`src/rtl/hazard_unit.sv`:
```
// Pipeline hazard controller for a 5-stage (F/D/E/M/W) pipeline: load-use stalls,
// PC-write flushes and E-stage operand forwarding selects.
// Ports: Decode/Execute source regs (RA1D/RA2D/RA1E/RA2E), E/M/W destinations
//   (WA3E/WA3M/WA3W) and write enables, MemtoRegE, PCSD, PCSrcE in;
//   StallF/StallD/FlushD/FlushE, ForwardAE/BE, PCSrcW and saturating
//   stall_cnt/redirect_cnt out.
// All control outputs are combinational from inputs and state; reset (rst=0) is
// asynchronous and clears the pending-PC tracker and both counters.
module hazard_unit #(
  parameter int REG_ADDR_W = 4,
  parameter int PC_REG     = 15,
  parameter int CNT_W      = 16
) (
  input  logic                  clk,
  input  logic                  rst,
  input  logic [REG_ADDR_W-1:0] RA1D,
  input  logic [REG_ADDR_W-1:0] RA2D,
  input  logic [REG_ADDR_W-1:0] RA1E,
  input  logic [REG_ADDR_W-1:0] RA2E,
  input  logic [REG_ADDR_W-1:0] WA3E,
  input  logic [REG_ADDR_W-1:0] WA3M,
  input  logic [REG_ADDR_W-1:0] WA3W,
  input  logic                  RegWriteM,
  input  logic                  RegWriteW,
  input  logic                  MemtoRegE,
  input  logic                  PCSD,
  input  logic                  PCSrcE,
  output logic                  StallF,
  output logic                  StallD,
  output logic                  FlushD,
  output logic                  FlushE,
  output logic [1:0]            ForwardAE,
  output logic [1:0]            ForwardBE,
  output logic                  PCSrcW,
  output logic [CNT_W-1:0]      stall_cnt,
  output logic [CNT_W-1:0]      redirect_cnt
);

  localparam logic [REG_ADDR_W-1:0] PC_ADDR = REG_ADDR_W'(PC_REG);

  logic             pcs_e_q, pcs_m_q, pcs_w_q;
  logic             pcs_e_d, pcs_m_d, pcs_w_d;
  logic [CNT_W-1:0] stall_cnt_q, stall_cnt_d;
  logic [CNT_W-1:0] redirect_cnt_q, redirect_cnt_d;
  logic             ldrstall;
  logic             pending;

  // Memory-stage result is newer than Writeback, so it is checked first.
  // The PC register is never forwarded: its read value comes from fetch logic.
  function automatic logic [1:0] fwd_sel(
    input logic [REG_ADDR_W-1:0] ra,
    input logic                  wr_m,
    input logic [REG_ADDR_W-1:0] wa_m,
    input logic                  wr_w,
    input logic [REG_ADDR_W-1:0] wa_w
  );
    logic [1:0] sel;
    sel = 2'b00;
    if (ra != PC_ADDR) begin
      if (wr_m && (ra == wa_m))      sel = 2'b10;
      else if (wr_w && (ra == wa_w)) sel = 2'b01;
    end
    return sel;
  endfunction

  always_comb begin
    ldrstall = MemtoRegE && ((WA3E == RA1D) || (WA3E == RA2D));
    // A PC write anywhere from Decode through Memory makes fetched instructions bogus.
    pending  = PCSD || pcs_e_q || pcs_m_q;

    StallF    = ldrstall || pending;
    StallD    = ldrstall;
    // Flush continues while the redirect sits in Writeback; the wrong-path
    // instruction fetched that cycle must still be squashed.
    FlushD    = pending || pcs_w_q;
    FlushE    = ldrstall;
    PCSrcW    = pcs_w_q;
    ForwardAE = fwd_sel(RA1E, RegWriteM, WA3M, RegWriteW, WA3W);
    ForwardBE = fwd_sel(RA2E, RegWriteM, WA3M, RegWriteW, WA3W);
  end

  always_comb begin
    // A PC write stuck behind a load-use stall has not entered E yet; it is
    // picked up on the cycle the stall releases.
    pcs_e_d = PCSD && !ldrstall;
    // Condition-failed PC writes drop out here.
    pcs_m_d = PCSrcE;
    pcs_w_d = pcs_m_q;

    stall_cnt_d    = stall_cnt_q;
    redirect_cnt_d = redirect_cnt_q;
    if (StallF && (stall_cnt_q != {CNT_W{1'b1}}))
      stall_cnt_d = stall_cnt_q + CNT_W'(1);
    if (pcs_w_q && (redirect_cnt_q != {CNT_W{1'b1}}))
      redirect_cnt_d = redirect_cnt_q + CNT_W'(1);
  end

  always_ff @(posedge clk or negedge rst) begin
    if (!rst) begin
      pcs_e_q        <= 1'b0;
      pcs_m_q        <= 1'b0;
      pcs_w_q        <= 1'b0;
      stall_cnt_q    <= '0;
      redirect_cnt_q <= '0;
    end else begin
      pcs_e_q        <= pcs_e_d;
      pcs_m_q        <= pcs_m_d;
      pcs_w_q        <= pcs_w_d;
      stall_cnt_q    <= stall_cnt_d;
      redirect_cnt_q <= redirect_cnt_d;
    end
  end

  assign stall_cnt    = stall_cnt_q;
  assign redirect_cnt = redirect_cnt_q;

endmodule

```
`config.mk`:
```
export PLATFORM = sky130hd
export DESIGN_NAME = hazard_unit
export DESIGN_NICKNAME = d
export VERILOG_FILES = /design/src/rtl/hazard_unit.sv
export SDC_FILE = /design/constraint.sdc
export NUM_CORES = 1
export LEC_CHECK = 0
export CORE_MARGIN = 5
export CORE_UTILIZATION = 40
export CTS_CLUSTER_SIZE = 25
export DETAILED_ROUTE_END_ITERATION = 16
export PLACE_DENSITY = 0.73
export SLEW_MARGIN = 20
export SYNTH_ARGS = -nofsm -noshare
export SYNTH_HDL_FRONTEND = slang
export SYNTH_SLANG_ARGS = --single-unit
```
`constraint.sdc`:
```
create_clock -name clk -period 4.3 [get_ports clk]
set_input_delay 0.86 -clock clk [delete_from_list [all_inputs] [get_ports clk]]
set_output_delay 0.86 -clock clk [all_outputs]
set_load 0.005 [all_outputs]
```
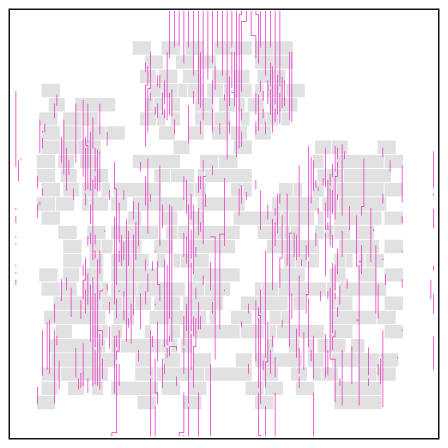
**Above:** run 1 (M2 wires).
share of all routed wire: 50%
nets with wire on the layer: 274
main direction: vertical
longest straight run: 38.1 um
global routing usage on met2: 0.257
Total Wirelength: 4720 um

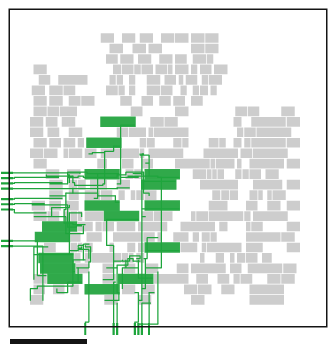
**Above:** run 1 (nets reached from selected ports).
Bar = 20 um.
[green] `stall_cnt` | bits: 16 | direction: output | edge: 9 west, 7 south | end cells: 16 | buffers: 16 | wire: 754 um
number of I/O port buffers: 75
number of ports placed on the die boundary: 76

==> summary.txt, run 1 <==
Implementation results. Setup violation total in the final timing report landed at 0. Worst hold path depth landed at 0. Multiplexer share of the synthesized area landed at 0.0108. For the completed layout, the total cell area is recorded as 2980 um2. Dividing the final minimum period by the clock period gives 0.847. Area overhead of the layout relative to synthesis landed at 43.3%.

Number of OpenROAD warnings landed at 26. STA reports a reg2reg setup slack of slightly below 2 ns. The worst hold path begins at pcs_m_q$_DFF_PN0_. Post-synth area from yosys stat landed at 2080 um2.

For this run, the register share of the synthesized area comes to 0.421. In the final layout, excluding clock buffers the buffer count is ~76. For this run, the detailed router's first-pass iteration total came to 4.

Per the timing report, the most critical flop-to-flop path originates at pcs_e_q$_DFF_PN0_. Number of unique standard cell types used by synthesis landed at 36. The OpenROAD report gives the critical path a data arrival time of 2.78 ns.

Yosys attributes the largest share of cell area to dfrtp_1 (42%), xor2_1 (16%), xnor2_1 (5.5%), nor4_4 (4.1%), nand3_1 (3.9%). For reference, the critical path is launched at WA3E[0]. The worst setup path is launched from an input port. For the worst setup path, the data required time is 3.44 ns. Among all stages on the critical path, the largest delay is contributed by clkdlybuf4s50_1. The synth_stat.txt file lists the number of cells as between 150 and 200. Area share of and-or/or-and cells after synthesis landed at 0.0566. Of the total synthesized cell area, the portion taken by XOR and XNOR cells is 0.215. The run finished with clean final reports. Critical-path maximum fanout landed at 5. The worst pin sits at a relative slew slack of 0.271. Placer's final routability congestion estimate landed at between 0.8 and 0.9. TritonCTS built the clock tree. The worst hold path terminates at PCSrcW$_DFF_PN0_. The analysis attributes to cell leakage a power of 0.00127 uW. Number of standard-cell rows in the floorplan landed at 26. Final-report max-slew violation count landed at 0. Total half-perimeter wirelength after legalization and detailed placement landed at about 3800 um. Per the area breakdown, the dominant cell category is multi-input combinational cells.

Number of non-clock inverters in the layout landed at 4. In this run, synthesis inferred 0 flip-flops with an integrated enable. Number of antenna diodes landed at 0.

The initial antenna violation count was 0. Total nets after synthesis landed at 227.
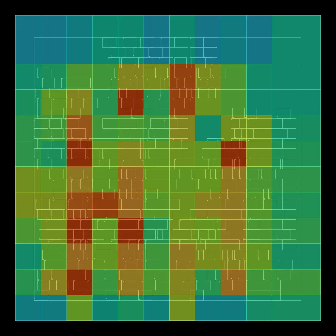
**Above:** run 1 (routing congestion).
routing layer with the top usage in global route: met2
core utilization of the finished layout: 0.587

run 1: per-layer routing:
| layer | track usage | vias to the layer above | part of all wire |
|---|---|---|---|
| li1 | - | 839 | - |
| met1 | 0.178 | 801 | 0.44 |
| met2 | 0.257 | 45 | 0.50 |
| met3 | 0.0482 | 0 | 0.064 |
| met4 | 0.0150 | 0 | 0 |
| met5 | 0 | - | 0 |
run 1: cells by family (layout without fill, tap and decap cells):
logic type,after synthesis,after routing
xor gates and xnor gates,51,51
and+or+nand+nor,82,82
adders and majority gates,2,2
buffers and inverters,7,88
DFF,35,35
AOI/OAI and AO/OA,11,11
muxes,2,2
run 1: layout by cell type, fill, tap and decap left out, drive strengths merged:
master         netlist  layout
a211oi               1       1
a21oi                1       1
a41oi                2       2
and2                 1       1
and3                 5       5
and4                 1       1
buf                  3       1
clkbuf               0       6
clkdlybuf4s50        0      75
clkinv               0       1
clkinvlp             0       1
dfrtp               35      35
ha                   2       2
inv                  4       4
mux2                 2       2
nand2               14      14
nand3               17      17
nand4                9       9
nor2                 6       6
nor3                13      13
nor3b                2       2
nor4                10      10
o21a                 1       1
o21ai                4       4
o32ai                1       1
o41ai                1       1
or2                  1       1
or3                  2       2
or3b                 1       1
xnor2               13      13
xor2                38      38
run 1: synth_stat cells, drive strengths merged, types with 2 or more instances:
library cell / n
inv: 4
or3: 2
nand4: 9
nand2: 14
nand3: 17
xor2: 38
ha: 2
and3: 5
buf: 3
a41oi: 2
nor2: 6
nor3b: 2
nor4: 10
dfrtp: 35
xnor2: 13
o21ai: 4
nor3: 13
mux2: 2
run 1: power by group:
group	internal (uW)	leakage, uW	switching, uW
Sequential	399	0.000452	96.2
Combinational	220	0.000774	130
Clock	113	0.0000412	113
Total	732	0.00127	339
==> run 2: changes to the inputs <==
==> constraint.sdc (replaced) <==
create_clock -name clk -period 3.45 [get_ports clk]
set_input_delay 0.69 -clock clk [delete_from_list [all_inputs] [get_ports clk]]
set_output_delay 0.69 -clock clk [all_outputs]
set_load 0.005 [all_outputs]
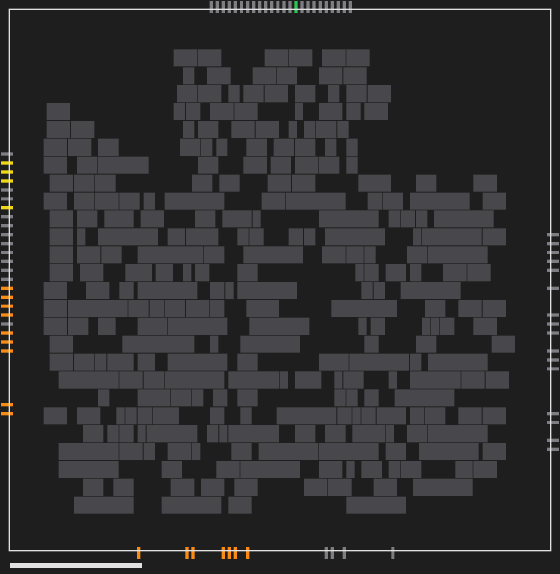
**Above:** run 2 (pin placement).
Bar = 20 um. Pins as bars across the die edge, other pins in gray.
[green] `StallF` | pins: 1 | direction: output | edge: north
[orange] `stall_cnt` | pins: 16 | direction: output | edge: 9 west, 7 south
[yellow] `RA2D` | pins: 4 | direction: input | edge: west
all pins by edge: 25 west, 24 north, 16 east, 11 south
vertical die size: 82.1 um
floorplan die width: 82.1 um

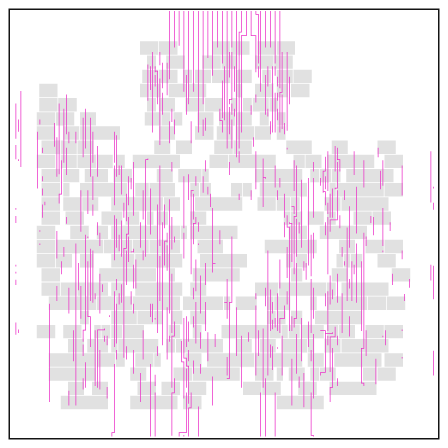
**Above:** run 2 (M2 wires).
longest straight run: 30.9 um
share of all routed wire: 49%
wire length on this layer: 2360 um
nets with wire on the layer: 276
main direction: vertical
global routing usage on met2: 0.264
Total Wirelength: 4800 um
vias post-DR: 1712

==> summary.txt, run 2 <==
Implementation results. The flow ran to the end, and the final reports show no timing, DRC or antenna violations. Count of input and output buffers landed at 75 (unchanged). Count of nets left with antenna violations after detail routing landed at 0. The total nets after synthesis came to 227 (unchanged).

By area the synthesized netlist is led by dfrtp_1 (42%), xor2_1 (16%), xnor2_1 (5.5%), nor4_4 (4.1%), nand3_1 (3.9%). Post-synth tally of flip-flops with integrated enable landed at 0 (unchanged). The total half-perimeter wirelength after legalization and detailed placement came to 3830 um (-0.63%). Global routing put the most usage on met2. Floorplan core density landed at 0.410.

The worst setup path is of the in -> out kind. Placer's final routability congestion estimate landed at 0.835 (+0.14%). The number of standard-cell rows in the floorplan came to 26 (unchanged). The worst hold path depth is 0 (unchanged). At the pin with the least slew margin, the transition time is 0.580 ns.

Standard cell core area landed at about 5100 um2. Power spent charging and discharging nets landed at 422 uW (+24%). Number of OpenROAD warnings landed at 26 (unchanged). The longest clock path from root to sink contains 2 buffers.

dfrtp_1 takes more of the synthesized area than any other cell. STA lists the startpoint of the worst register-to-register path as stall_cnt[0]$_DFFE_PN0P_. Initial antenna violation count landed at 0 (unchanged). The share of total power in combinational logic is 0.310 (-0.017). The clock network fraction of design power is 0.253 (+0.042). Per the cell usage report, the commonest logic cells after layout are clkdlybuf4s50_1 (75), xor2_1 (38), dfrtp_1 (35), nand3_1 (16). Fraction of the cycle the final worst path needs landed at 0.919. Iteration tally of the first detailed-router pass landed at 4 (unchanged). The headroom to the max-slew limit is 0.610 (+0.339). Setup violation total in the final timing report landed at 0 (unchanged). CTS placed an instance of clkbuf_8 at the clock tree root. Setup slack of the worst register-to-register path landed at 1.38 ns (-0.56 ns). Final-report max-slew violation count landed at 0 (unchanged). Final core utilization landed at 0.593 (+0.00641). By count the netlist is led by xor2_1 (38), dfrtp_1 (35), nand3_1 (16), nand2_1 (13), xnor2_1 (13). The startpoint identified for the worst hold timing path is pcs_m_q$_DFF_PN0_. Pre-CTS setup slack landed at roughly 0.11 ns. Met3 track demand over resource landed at 0.0428 (-0.00548). Async set-reset flop share out of synthesis landed at 1.00. For this block, the initial DRC count from the detailed router was 57. The internal cell power was 985 uW (+35%). Met1 capacity usage during global routing landed at 0.184 (+0.00596). Post-synth area from yosys stat landed at 2080 um2 (unchanged).

The arrival time reported for the critical path endpoint came to 2.48 ns (-0.30 ns). Critical-path maximum fanout landed at 5 (unchanged). Share of cells above drive strength 1 landed at 0.0919. Leakage component of the power landed at 0.00129 uW (+1.6%). Cell area after layout landed at 3010 um2 (+1.1%).

The number of antenna diodes was 0 (unchanged). The endpoint of the worst hold path is reported as PCSrcW$_DFF_PN0_. Critical path data required time landed at 2.76 ns (-0.68 ns). Counting only logic cells after layout, the most numerous master is clkdlybuf4s50_1. Number of unique standard cell types used by synthesis landed at 36 (unchanged). The cell total in the yosys stat output was 190 (unchanged).

Clock latency on the worst-skew pair landed at about 0.29 ns. Between the synthesized netlist and the finished layout, the area growth was recorded as 44.9%. TritonCTS built the clock tree. Setup slack after layout landed at 0.281 ns. The most frequently used library cell after synthesis is xor2_1. The first global-routing pass estimated 8070 um of wire. Per the repair_timing log after CTS, setup buffers inserted total 0.

The most critical setup path has its startpoint at WA3E[2]. The sequential fraction of design power came to 0.437 (-0.025). Worst-case vdd ir drop landed at 0.371 mV. STA classifies the critical path startpoint as an input port.

After floorplanning, the die was sized to cover 6740 um2. Warnings reported by Yosys during synthesis add up to 0. I/O pin total landed at 76 (unchanged). Summed instance area of the synthesized netlist landed at roughly 2100 um2. The sequential-to-total area share from yosys stat was 0.421 (unchanged).

The routed design shows a via density per instance of about 5.0. The report puts the cell count of the worst reg-to-reg path at 7. The synthesis stat section lists a flop and latch total of 35. Switching part of the total power landed at 0.300 (-0.0167).
run 2: layout make-up:
type,instances,area (um2),share of cell area
multi-input cells,148,1160,0.384
flip-flops and latches,35,876,0.291
repair buffers,78,773,0.257
well taps,70,87.6,0.0291
clock buffers,6,72.6,0.0241
clock inverters,1,30.0,0.00997
inverters,4,15.0,0.00499
run 2: kinds of logic after synthesis:
| kind of cell | Yosys count | synth area share |
|---|---|---|
| xor gates and xnor gates | 51 | 0.215 |
| AOI/OAI and AO/OA | 11 | 0.0566 |
| DFF | 35 | 0.421 |
| muxes | 2 | 0.0108 |
| and+or+nand+nor | 82 | 0.262 |
| buffers and inverters | 7 | 0.0217 |
| adders and majority gates | 2 | 0.0120 |
run 2: how the worst max path moves through the flow:
stage               endpoint  slack [ns]  cells after the start
finish                StallF        0.28                      6
global placement      StallF        0.11                      6
floorplan             StallD        1.12                      5
detailed placement    StallF        0.11                      6
global route          StallD        0.14                      6
CTS                   FlushE         0.1                      6
run 2: routing by layer:
metal | share of wire | wire length [um] | up-vias
met5 | 0 | 0 | -
met4 | 0.014 | 68 | 0
met3 | 0.057 | 275 | 7
met2 | 0.49 | 2360 | 50
li1 | - | - | 840
met1 | 0.44 | 2090 | 815
run 2: what timing repair did:
item,CTS,global route
resized,0,1
endpoints found under the hold margin,0,0
endpoints found under the setup margin,0,3
run 2: power groups by stage:
stage	logic [uW]	clock network (uW)	registers, uW
after floorplan	174	0	611
after global placement	431	0	621
after detailed placement	442	0	621
after CTS	445	366	615
after global routing	485	383	636
final	437	356	614
run 2: critical path, cell delays in order:
cell and delay, ns:
clkdlybuf4s50_1 0.46, xor2_1 0.17, nor4_2 0.34, o21ai_1 0.20, nand2_1 0.09, clkdlybuf4s50_1 0.52
No activity file was given, so power comes from the tool's default toggle rates.
